==> run_1/pdn.png <==
Bar = 50 um. Pins as bars on the die edge.
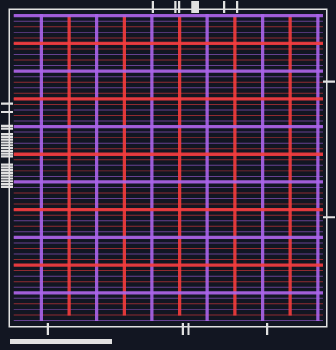
==> run_1/cell_classes.png <==
Fill, decap, tap and diode cells in gray.
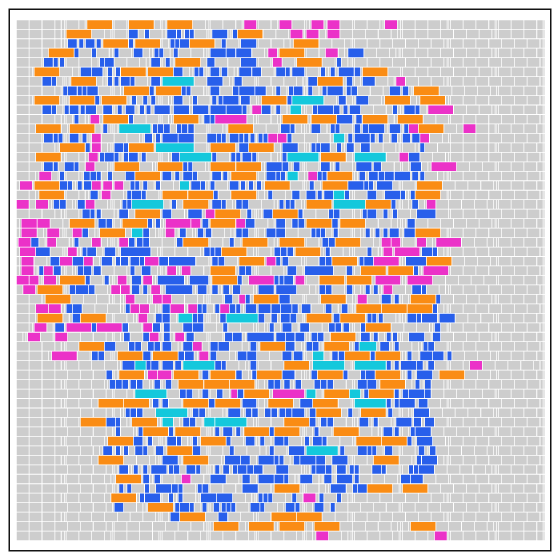
==> run_1/clock_map.png <==
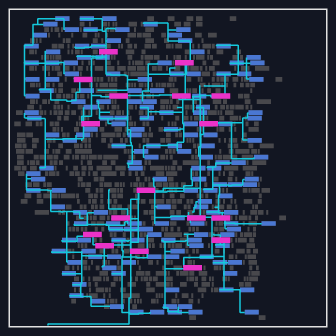
==> run_1/metal_stack.png <==
Bar = 50 um. Two of the layers only.
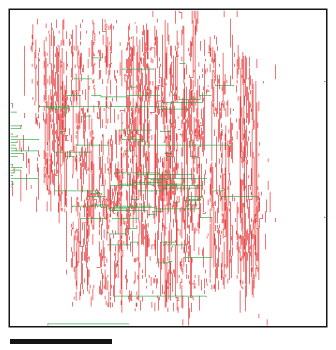
==> config.mk <==
export PLATFORM = sky130hd
export DESIGN_NAME = led_regs_flat
export DESIGN_NICKNAME = d
export VERILOG_FILES = /design/src/rtl/i2c_pkg.sv /design/src/rtl/led_regs_if.sv /design/src/rtl/led_pwm_channel.sv /design/src/rtl/led_regs.sv /design/src/flat_wrapper.sv
export SDC_FILE = /design/constraint.sdc
export NUM_CORES = 1
export LEC_CHECK = 0
export CORE_MARGIN = 1.5
export CORE_UTILIZATION = 35
export DETAILED_ROUTE_END_ITERATION = 7
export SLEW_MARGIN = 20
export SYNTH_ARGS = -nofsm -noshare
export SYNTH_HDL_FRONTEND = slang
export SYNTH_SLANG_ARGS = --single-unit
==> constraint.sdc <==
create_clock -name clk -period 1.9 [get_ports clk]
set_input_delay 0.38 -clock clk [delete_from_list [all_inputs] [get_ports clk]]
set_output_delay 0.38 -clock clk [all_outputs]
set_load 0.01 [all_outputs]
==> src/rtl/i2c_pkg.sv <==
// i2c_pkg: shared types and constants for the I2C register-bus slice.
// Holds the register-bus transaction struct, the data width and the
// LED register map (addresses and MODE bit positions).
package i2c_pkg;

    localparam int unsigned I2C_DATA_WIDTH = 8;
    localparam int unsigned I2C_ADDR_WIDTH = 8;

    typedef struct packed {
        logic [I2C_ADDR_WIDTH-1:0] addr;
        logic [I2C_DATA_WIDTH-1:0] data;
        logic                      write_en;
        logic                      read_en;
    } reg_bus_t;

    localparam logic [I2C_ADDR_WIDTH-1:0] MODE_ADDR      = 8'h00;
    localparam logic [I2C_ADDR_WIDTH-1:0] LEDMASK_ADDR   = 8'h01;
    localparam logic [I2C_ADDR_WIDTH-1:0] DUTY_BASE_ADDR = 8'h02;

    localparam int unsigned MODE_EN_BIT  = 0;
    localparam int unsigned MODE_INV_BIT = 1;

endpackage

==> src/rtl/led_regs_if.sv <==
// led_regs_if: register access bus between the I2C controller (master)
// and led_regs (slave).
//   reg_bus  - addr/data/write_en/read_en request from the controller
//   rd_data  - read-back data
//   rd_valid - one-cycle pulse qualifying rd_data
interface led_regs_if;
    import i2c_pkg::*;

    reg_bus_t                  reg_bus;
    logic [I2C_DATA_WIDTH-1:0] rd_data;
    logic                      rd_valid;

    modport master (output reg_bus, input rd_data, input rd_valid);
    modport slave  (input reg_bus, output rd_data, output rd_valid);

endinterface

==> src/rtl/led_pwm_channel.sv <==
// led_pwm_channel: one PWM output channel.
// Holds the active duty (reloaded from the shadow duty only at a period wrap
// or while disabled) and the registered LED drive.
//   clk, rst_n      - clock, synchronous active-low reset
//   cnt_i           - shared PWM counter
//   wrap_i          - counter is at max and enabled this cycle
//   en_i, inv_i     - global enable and output invert
//   mask_i          - per-channel enable
//   shadow_duty_i   - software-written duty
//   led_o           - registered drive
module led_pwm_channel #(
    parameter int unsigned PWM_WIDTH = 8
) (
    input  logic                 clk,
    input  logic                 rst_n,
    input  logic [PWM_WIDTH-1:0] cnt_i,
    input  logic                 wrap_i,
    input  logic                 en_i,
    input  logic                 mask_i,
    input  logic                 inv_i,
    input  logic [PWM_WIDTH-1:0] shadow_duty_i,
    output logic                 led_o
);

    logic [PWM_WIDTH-1:0] act_duty_q, act_duty_d;
    logic                 led_q, led_d;

    always_comb begin
        // Reload only between periods so a duty change never cuts a period short.
        act_duty_d = (wrap_i || !en_i) ? shadow_duty_i : act_duty_q;
        led_d      = (en_i & mask_i & (cnt_i < act_duty_q)) ^ inv_i;
    end

    always_ff @(posedge clk) begin
        if (!rst_n) begin
            act_duty_q <= '0;
            led_q      <= 1'b0;
        end else begin
            act_duty_q <= act_duty_d;
            led_q      <= led_d;
        end
    end

    assign led_o = led_q;

endmodule

==> src/rtl/led_regs.sv <==
// led_regs: register-mapped PWM LED controller.
// Registers: MODE (EN, INV), LEDMASK (channels 0..7), DUTYi shadow duties.
// A free-running PWM counter (held at 0 while disabled) drives NUM_LEDS
// led_pwm_channel instances.
//   clk, rst_n - clock, synchronous active-low reset
//   bus        - register bus (reg_bus in, rd_data/rd_valid out)
//   led_out    - registered PWM drive, one bit per channel
module led_regs
    import i2c_pkg::*;
#(
    parameter int unsigned NUM_LEDS  = 8,
    parameter int unsigned PWM_WIDTH = I2C_DATA_WIDTH
) (
    input  logic                clk,
    input  logic                rst_n,
    led_regs_if.slave           bus,
    output logic [NUM_LEDS-1:0] led_out
);

    logic [1:0]                mode_q, mode_d;
    logic [7:0]                mask_q, mask_d;
    logic [PWM_WIDTH-1:0]      duty_q [NUM_LEDS];
    logic [PWM_WIDTH-1:0]      duty_d [NUM_LEDS];
    logic [PWM_WIDTH-1:0]      cnt_q, cnt_d;
    logic [I2C_DATA_WIDTH-1:0] rd_data_q, rd_data_d;
    logic                      rd_valid_q, rd_valid_d;
    logic [I2C_DATA_WIDTH-1:0] rd_mux;
    logic                      en, inv, wrap;
    logic [NUM_LEDS-1:0]       mask_vec;

    assign en   = mode_q[MODE_EN_BIT];
    assign inv  = mode_q[MODE_INV_BIT];
    assign wrap = en && (cnt_q == '1);

    always_comb begin
        rd_mux = '0;
        mode_d = mode_q;
        mask_d = mask_q;
        for (int unsigned i = 0; i < NUM_LEDS; i++) begin
            duty_d[i] = duty_q[i];
        end

        // Read mux sees pre-write values, so a same-cycle write+read returns old data.
        if (bus.reg_bus.addr == MODE_ADDR) begin
            rd_mux = {{(I2C_DATA_WIDTH-2){1'b0}}, mode_q};
        end else if (bus.reg_bus.addr == LEDMASK_ADDR) begin
            rd_mux = mask_q;
        end
        for (int unsigned i = 0; i < NUM_LEDS; i++) begin
            if (bus.reg_bus.addr == 8'(DUTY_BASE_ADDR + i)) begin
                rd_mux = I2C_DATA_WIDTH'(duty_q[i]);
            end
        end

        if (bus.reg_bus.write_en) begin
            if (bus.reg_bus.addr == MODE_ADDR) begin
                mode_d = bus.reg_bus.data[1:0];
            end else if (bus.reg_bus.addr == LEDMASK_ADDR) begin
                mask_d = bus.reg_bus.data;
            end
            for (int unsigned i = 0; i < NUM_LEDS; i++) begin
                if (bus.reg_bus.addr == 8'(DUTY_BASE_ADDR + i)) begin
                    duty_d[i] = PWM_WIDTH'(bus.reg_bus.data);
                end
            end
        end

        cnt_d      = en ? cnt_q + 1'b1 : '0;
        rd_valid_d = bus.reg_bus.read_en;
        rd_data_d  = bus.reg_bus.read_en ? rd_mux : rd_data_q;
    end

    always_ff @(posedge clk) begin
        if (!rst_n) begin
            mode_q     <= '0;
            mask_q     <= '0;
            cnt_q      <= '0;
            rd_data_q  <= '0;
            rd_valid_q <= 1'b0;
            for (int unsigned i = 0; i < NUM_LEDS; i++) begin
                duty_q[i] <= '0;
            end
        end else begin
            mode_q     <= mode_d;
            mask_q     <= mask_d;
            cnt_q      <= cnt_d;
            rd_data_q  <= rd_data_d;
            rd_valid_q <= rd_valid_d;
            for (int unsigned i = 0; i < NUM_LEDS; i++) begin
                duty_q[i] <= duty_d[i];
            end
        end
    end

    assign bus.rd_data  = rd_data_q;
    assign bus.rd_valid = rd_valid_q;

    for (genvar g = 0; g < NUM_LEDS; g++) begin : g_ch
        // LEDMASK only covers channels 0..7; higher channels are always enabled.
        if (g < 8) begin : g_masked
            assign mask_vec[g] = mask_q[g];
        end else begin : g_unmasked
            assign mask_vec[g] = 1'b1;
        end

        led_pwm_channel #(
            .PWM_WIDTH (PWM_WIDTH)
        ) u_ch (
            .clk           (clk),
            .rst_n         (rst_n),
            .cnt_i         (cnt_q),
            .wrap_i        (wrap),
            .en_i          (en),
            .mask_i        (mask_vec[g]),
            .inv_i         (inv),
            .shadow_duty_i (duty_q[g]),
            .led_o         (led_out[g])
        );
    end

endmodule

==> src/flat_wrapper.sv <==
// flat-port wrapper written by rule: the top's interface ports become plain ports
module led_regs_flat import i2c_pkg::*;
#(
    parameter int unsigned NUM_LEDS  = 8,
    parameter int unsigned PWM_WIDTH = I2C_DATA_WIDTH
)
  (clk, rst_n, led_out, bus_reg_bus, bus_rd_data, bus_rd_valid);
  led_regs_if bus_i ();
  input  logic clk;
  input  logic rst_n;
  output logic [NUM_LEDS-1:0] led_out;
  input wire logic [$bits(bus_i.reg_bus)-1:0] bus_reg_bus;
  output wire logic [$bits(bus_i.rd_data)-1:0] bus_rd_data;
  output wire logic [$bits(bus_i.rd_valid)-1:0] bus_rd_valid;
  assign bus_i.reg_bus = bus_reg_bus;
  assign bus_rd_data = bus_i.rd_data;
  assign bus_rd_valid = bus_i.rd_valid;
  led_regs #(.NUM_LEDS(NUM_LEDS), .PWM_WIDTH(PWM_WIDTH)) u_core (.clk(clk), .rst_n(rst_n), .bus(bus_i), .led_out(led_out));
endmodule
==> run summary, run 1 <==
Status: finished clean
Max-cap violations: 0
Clk pwr share: 0.472
Int Pwr: 5.479 mW
Crit path buffers/inverters: 3
Clk buf depth: 2
Worst setup margin: 0.06423 ns
RD Place Congestion: 0.8534
Core area: 22710 um^2
XOR-XNOR Cells, Area Fraction: 0.006486
Cells after DPL: 1314
Wire length on met3: 1.044 mm
Non-clock buffers: 118
CP Capture Type: flop
Finish-stage setup viols: 0
Clkbuf count: 18
DR pass1 iterations: 5
Detailed placer's ending HPWL: 16.64 mm
Sequential share of power: 0.472
Worst EP arrival: 2.19 ns
Yosys simple share: 0.2025
Comb power frac: 0.055
Ant diodes: 0
Startpoint Class: input pin
Back to the opening pictures, pdn.png:
net	color
VSS	purple
VDD	red
met1 rails	56
rows	55

Back to the opening pictures, cell_classes.png:
class	color	cells	share of their area
flip-flops	orange	163	34%
other buffers and delay cells	magenta	118	12%
all other logic	blue	759	48%
clock drivers and dummy loads	cyan	32	6.1%

Back to the opening pictures, clock_map.png:
[clock wires] cyan | length: 2060 um
[cells driving clock nets] magenta | count: 17
[flip-flops] blue | count: 163
routed clock nets	18

Back to the opening pictures, metal_stack.png:
layer	color	wire length
met3	green	1040 um
met2	red	11000 um

==> run_1/final_clocks.png <==
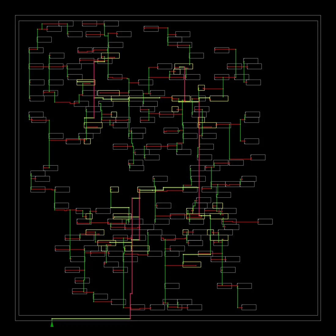

==> run 2, diff against run 1 <==
==> constraint.sdc (replaced) <==
create_clock -name clk -period 1.8 [get_ports clk]
set_input_delay 0.36 -clock clk [delete_from_list [all_inputs] [get_ports clk]]
set_output_delay 0.36 -clock clk [all_outputs]
set_load 0.01 [all_outputs]
==> run_2/final_clocks.png <==
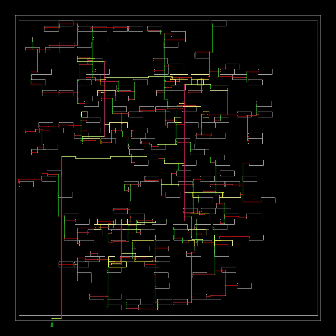
CTS sink count: 163
worst clock skew: 0.01108 ns

==> run 2 against run 1 <==
Worst hold slack lost 0.062 ns; global-route usage grew 0.73 points; sequential power grew 6%; total power grew 5.4%; die area is the same; cell count grew 0.22%; first-iteration DRC count shrank 14%; final area grew 0.68%; routed wire length grew 1.9%; sequential share of layout area shrank 0.21 points.
==> run summary, run 2 <==
Status: finished clean
Clk buf depth: 2 (unchanged)
Clkbuf count: 17 (-1)
Sequential share of power: 0.473 (about the same)
Period Utilization, post-route: 0.9698
Cells after DPL: 1317 (+0.23%)
Detailed placer's ending HPWL: 16.73 mm (+0.55%)
Clock-cell share: 0.05694
XOR-XNOR Cells, Area Fraction: 0.006486 (unchanged)
Max-cap violations: 0 (unchanged)
Clk pwr share: 0.467 (-0.005)
Crit path buffers/inverters: 3 (unchanged)
Ant diodes: 0 (unchanged)
Worst setup margin: 0.05437 ns (-0.009868 ns)
NonClk Buf Share: 0.1205
Switching Fraction: 0.2475
Synth top cell by count: nand2_1
CP Capture Type: flop
Int Pwr: 5.754 mW (+5.0%)
Non-clock buffers: 120 (+1.7%)
Comb power frac: 0.060 (+0.005)
DR pass1 iterations: 5 (unchanged)
Finish-stage setup viols: 0 (unchanged)
Core area: 22710 um^2 (unchanged)
Worst EP arrival: 2.07 ns (-0.12 ns)
RD Place Congestion: 0.8535 (about the same)
Startpoint Class: input pin
Yosys simple share: 0.2025 (unchanged)
==> run_2/cell_classes.png <==
Fill, decap, tap and diode cells in gray.
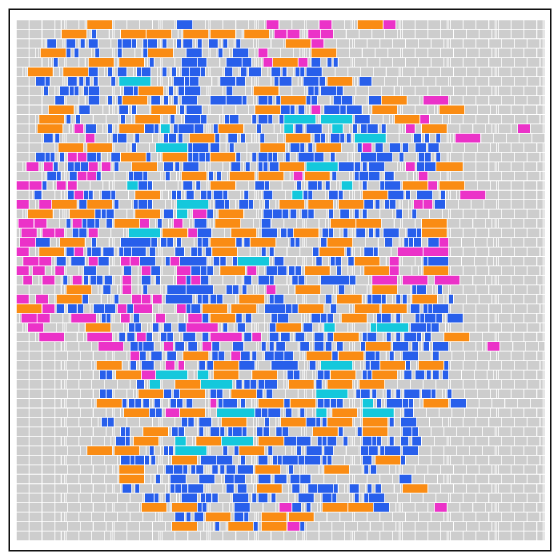
class	color	cells	share of their area
flip-flops	orange	163	34%
other buffers and delay cells	magenta	120	12%
clock drivers and dummy loads	cyan	32	5.9%
all other logic	blue	760	48%

==> run_2/metal_stack.png <==
Bar = 50 um. Two of the layers only.
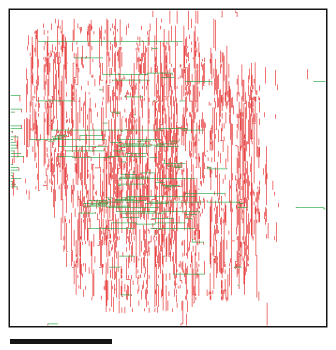

==> run 3, diff against run 2 <==
--- a/config.mk
+++ b/config.mk
@@ -5,6 +5,7 @@
 export SDC_FILE = /design/constraint.sdc
 export NUM_CORES = 1
 export LEC_CHECK = 0
+export CORE_ASPECT_RATIO = 2
 export CORE_MARGIN = 1.5
 export CORE_UTILIZATION = 35
 export DETAILED_ROUTE_END_ITERATION = 7
==> run_3/metal_stack.png <==
Bar = 20 um. Two of the layers only.
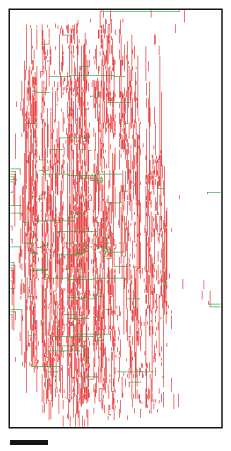
layer	color	wire length
met3	green	737 um
met2	red	13900 um

==> run_3/pdn.png <==
Bar = 20 um. Pins as bars on the die edge.
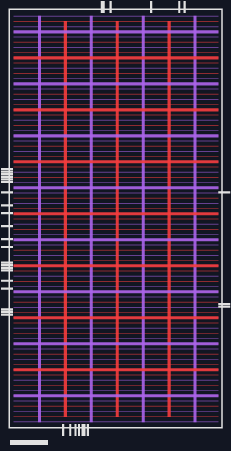
core area: 22740 um^2
Worst IR Drop VDD: 0.0006144 V
DIE HEIGHT: 218.2 um
Chip Width: 110.6 um

==> run 3 against run 2 <==
Sequential power barely moved; total power is 0.37% lower; worst setup slack worse by 0.032 ns; utilization barely moved; sequential share of layout area barely moved; final area is essentially flat; largest cell class unchanged; combinational power fell by 7.0%; synthesized cell count did not move; clock power hardly changed; largest power group unchanged; routed wire length rose by 4.6%.
==> run summary, run 3 <==
Status: finished clean
Period Utilization, post-route: 0.9877 (+0.01790)
CP Capture Type: flop
Yosys simple share: 0.2025 (unchanged)
Final period demand of the worst path: 1.778 ns
Clkbuf count: 23 (+6)
Non-clock buffers: 139 (+16%)
RD Place Congestion: 0.9435 (+11%)
Num CTS Buffers: 17
Clk buf depth: 2 (unchanged)
Ant diodes: 0 (unchanged)
Synth top cell by count: nand2_1
Crit path buffers/inverters: 2 (-1)
Clock-cell share: 0.05626 (-0.0006790)
Well Taps: 280
Worst EP arrival: 2.16 ns (+0.09 ns)
Switching Fraction: 0.2180 (-0.02953)
NonClk Buf Share: 0.1253 (+0.004859)
Comb power frac: 0.056 (-0.004)
Worst setup margin: 0.02215 ns (-0.03221 ns)
Finish-stage setup viols: 0 (unchanged)
Int Pwr: 5.957 mW (+3.5%)
EDFF count, synth: 0
Detailed placer's ending HPWL: 19.74 mm (+18%)
Sequential share of power: 0.476 (+0.003)
DR pass1 iterations: 5 (unchanged)
Synth Seq Share: 0.4028
Reg area: 3268 um^2
# fillers: 2249
Worst clock skew: 0.006827 ns (-0.004251 ns)
XOR-XNOR Cells, Area Fraction: 0.006486 (unchanged)
First-pass GRT wire length: 39.24 mm
Max-cap violations: 0 (unchanged)
Worst hold stages: 2
CTS sink count: 163 (unchanged)
Clk pwr share: 0.469 (+0.002)
Cells after DPL: 1337 (+1.5%)
No activity file was given, so power comes from the tool's default toggle rates.
